==> config.mk <==
export PLATFORM = sky130hd
export DESIGN_NAME = demux32_pipe
export DESIGN_NICKNAME = d
export VERILOG_FILES = /design/src/rtl/demux32_pipe.sv
export SDC_FILE = /design/constraint.sdc
export NUM_CORES = 1
export LEC_CHECK = 0
export ABC_CLOCK_PERIOD_IN_PS = 5980
export CAP_MARGIN = 20
export CORE_AREA = 5 5 77 79
export CTS_CLUSTER_SIZE = 14
export DETAILED_ROUTE_END_ITERATION = 16
export DIE_AREA = 0 0 82 84
export DONT_BUFFER_PORTS = 1
export MAX_ROUTING_LAYER = met4
export PLACE_DENSITY = 0.69
export SLEW_MARGIN = 30
export SYNTH_ARGS = -nofsm -noshare
export SYNTH_HDL_FRONTEND = slang
export SYNTH_SLANG_ARGS = --single-unit
==> constraint.sdc <==
create_clock -name clk -period 5.98 [get_ports clk]
set_input_delay 1.196 -clock clk [delete_from_list [all_inputs] [get_ports clk]]
set_output_delay 1.196 -clock clk [all_outputs]
set_load 0.005 [all_outputs]
==> src/rtl/demux32_pipe.sv <==
// rtl/demux32_pipe.sv - registered 1-to-2 valid/ready demux with one-entry holding register per output
// Optional beat counters enabled by defining DEMUX32_STATS_EN.
`ifndef WIDTH
`define WIDTH 32
`endif

module demux32_pipe #(
    parameter int WIDTH = `WIDTH
) (
    input  logic             clk,
    input  logic             rst,
    input  logic             in_valid,
    input  logic             in_sel,
    input  logic [WIDTH-1:0] in_data,
    output logic             in_ready,
    output logic             a_valid,
    output logic [WIDTH-1:0] a_data,
    input  logic             a_ready,
    output logic             b_valid,
    output logic [WIDTH-1:0] b_data,
    input  logic             b_ready,
    output logic [15:0]      cnt_a,
    output logic [15:0]      cnt_b
);

    logic a_free;
    logic b_free;
    logic acc_a;
    logic acc_b;

    // A slot can take a beat when empty or when its current beat leaves this cycle.
    assign a_free   = !a_valid || a_ready;
    assign b_free   = !b_valid || b_ready;
    assign in_ready = in_sel ? b_free : a_free;
    assign acc_a    = in_valid && !in_sel && a_free;
    assign acc_b    = in_valid &&  in_sel && b_free;

    always_ff @(posedge clk or posedge rst) begin
        if (rst) begin
            a_valid <= 1'b0;
            a_data  <= '0;
        end else if (acc_a) begin
            a_valid <= 1'b1;
            a_data  <= in_data;
        end else if (a_ready) begin
            a_valid <= 1'b0;
        end
    end

    always_ff @(posedge clk or posedge rst) begin
        if (rst) begin
            b_valid <= 1'b0;
            b_data  <= '0;
        end else if (acc_b) begin
            b_valid <= 1'b1;
            b_data  <= in_data;
        end else if (b_ready) begin
            b_valid <= 1'b0;
        end
    end

`ifdef DEMUX32_STATS_EN
    // Counters saturate rather than wrap so a long run never reads as a short one.
    always_ff @(posedge clk or posedge rst) begin
        if (rst) begin
            cnt_a <= 16'h0000;
            cnt_b <= 16'h0000;
        end else begin
            if (a_valid && a_ready && (cnt_a != 16'hFFFF))
                cnt_a <= cnt_a + 16'h0001;
            if (b_valid && b_ready && (cnt_b != 16'hFFFF))
                cnt_b <= cnt_b + 16'h0001;
        end
    end
`else
    assign cnt_a = 16'h0000;
    assign cnt_b = 16'h0000;
`endif

endmodule

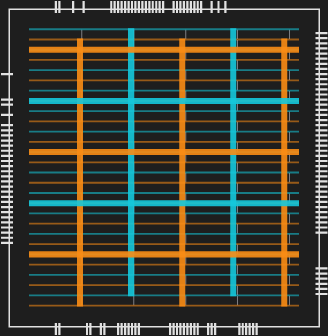
(images/floorplan.png)
Pins as bars on the die edge. Tap cells in gray.
- VDD: cyan
- VSS: orange
- met4 straps: 5
- signal pins: 137
Max VDD drop: 179 uV
core area: 0.00527 mm^2
Die H: 84 um

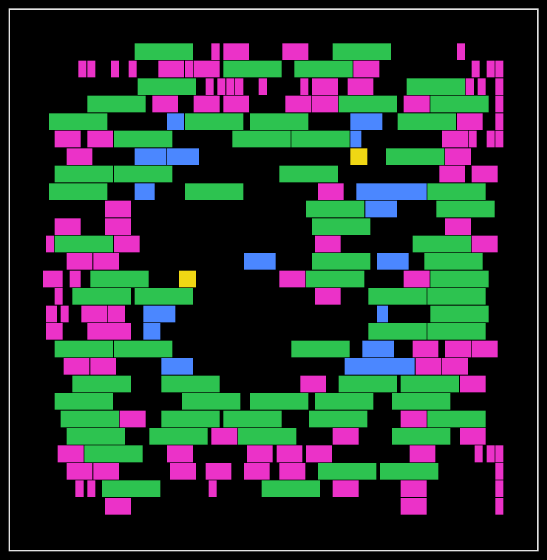
(images/class_map.png)
- remaining buffers and delay cells: yellow (cells 2)
- clock drivers and dummy loads: blue (cells 16)
- remaining logic cells: magenta (cells 107)
- registers: green (cells 66)
Post-Layout Inst Area: 0.00289 mm^2
Final Core Density: 0.549
Seq/total area: 0.571

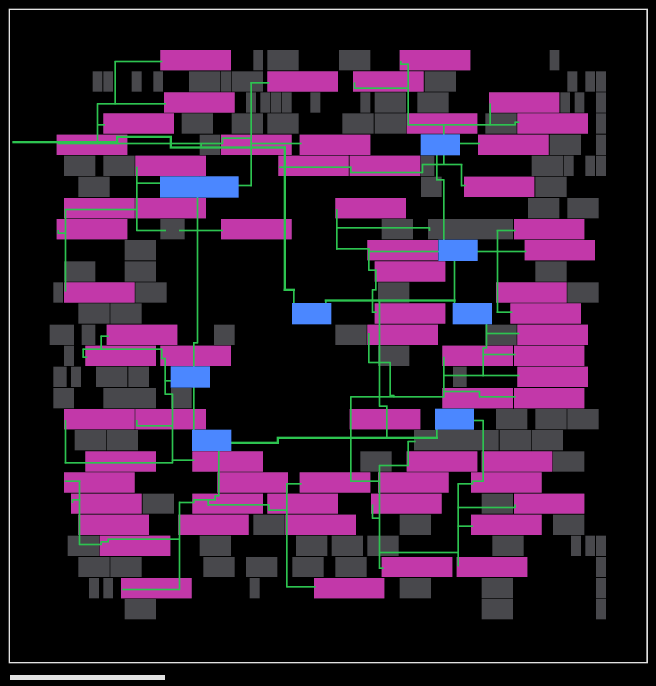
(images/clock_wires.png)
The bar under the picture is 20 um long.
- flip-flops: magenta (count 66)
- clock-net drivers: blue (count 9)
- clock wires: green (length 755 um)
- routed clock nets: 10
clock group power: 397 uW
clk_skew: 0.00456 ns
clk_lat worst skew: 0.32 ns

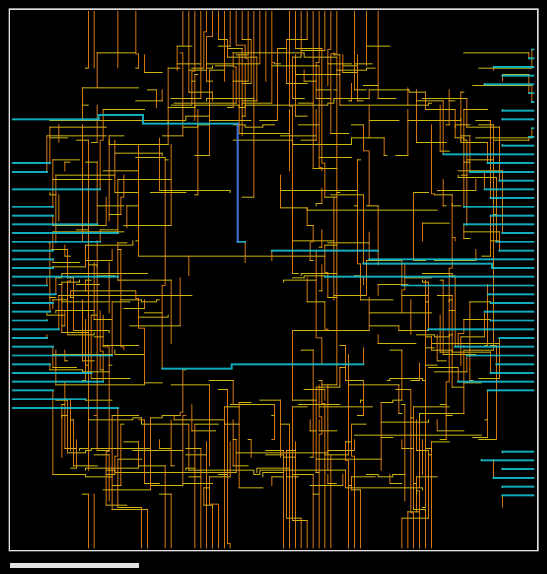
(images/layers.png)
The bar under the picture is 20 um long.
- M4: blue (wire length 18.4 um)
- M2: orange (wire length 2720 um)
- M1: yellow (wire length 1680 um)
- M3: cyan (wire length 704 um)

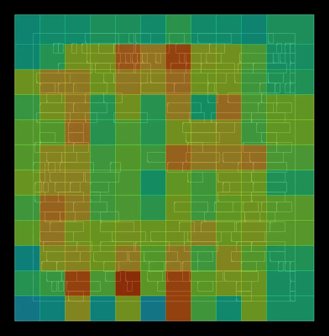
(images/congestion_map.png)
All-Layer GR Usage: 0.159
routing usage on met2: 0.257
global routing's busiest layer: met2
grt met3 use: 0.0853

## routing by layer
layer	global-route usage	wire, um	up-vias
met5	-	0	-
met4	0.0468	18	0
met3	0.0853	703	2
met2	0.257	2720	85
met1	0.164	1680	681
li1	-	-	557
## cells by family after synthesis
family,Yosys count
DFF,66
and+or+nand+nor,7
AOI/OAI and AO/OA,2
buffers and inverters,40
other,1
muxes,64
## worst reg2reg max path, stage by stage (launching register included)
cell,delay [ns]
dfrtp_1,0.41
nand2b_2,0.10
nor3b_4,0.70
buf_4,0.38
mux2_2,0.37
## metrics by stage
step	std cells	hold slack [ns]	total power, mW
2_1_floorplan	211	0.483	0.697
3_3_place_gp	247	0.512	0.705
3_5_place_dp	247	0.515	0.720
4_1_cts	263	0.530	1.12
5_1_grt	263	0.533	1.16
6_report	263	0.525	1.10
==> reports/results.ini <==
[layout]
clock_area_frac = 0.0752
antennaDiodeCount = 0
fillers = 445
num-multi-input-gates = 105
mostFrequentLayoutCells = 66 x dfrtp_1, 62 x mux2_2, 32 x conb_1
logic_area_um2 = 912
drive_gt1_frac = 0.440
sh_comb_area = 0.315
nets = 224

[grt]
grt_max_degree = 35
grt_pass1_wl_um = 7960
first_global_vias = 1526

[logic_synthesis]
yosysWarnings = 0
synthTopCellsByCount = 66 x dfrtp_1, 62 x mux2_2, 32 x buf_4
ys_sh_simple = 0.0222
top_logic_kind = multiplexers
ys_sh_aoi = 0.00362
yosysTopAreaCell = dfrtp_1
ys_ff = 66
synthTopCellsByArea = dfrtp_1 60%, mux2_2 25%, buf_4 8.7%
syn-instance-count = 180
mux_share = 0.260
yosysMostFrequentCell = dfrtp_1
adder_share = 0

[placement]
gp_congestion = 0.703
io_buffers = 0
preCtsSetupSlack_ns = 3.04

[detailed_routing]
drtPass1Iterations = 4
vias = 1325
ant_nets = 0
drcViolationCount = 0

[setup_path]
crit_buf_inv = 0
ff2ff_path_depth = 4
critPathKind = in2out
cp.depth = 2
cp_top_family = simple AND/OR/NAND/NOR gates

[timing]
slew_headroom = 0.383
rsz0062_at_grt = false
worst_pin_slew_ns = 0.924
max_clock_freq_mhz = 358
final.setup.tns_ns = 0

[clock_network]
cts.sinks = 66
post_cts_buffers = 0
htree_levels = 3
clockBufferDepth = 2
clockRootBuffer = clkbuf_8
cts_tree = built
hold_buffers = 0

[power_and_ir_drop]
p_comb_uw = 111
power.leakage_nw = 1.28
p_int_uw = 827
p_clk_frac = 0.360
power.density_mw_per_mm2 = 381
p_comb_frac = 0.101
power_switching_share = 0.249

[outcome]
status = complete, no violations

[floorplanning]
tap_cells = 72
fp_util = 0.525
fp.dieArea_mm2 = 0.00689

[job]
drv_cap = 0

No activity file was given, so power comes from the tool's default toggle rates.
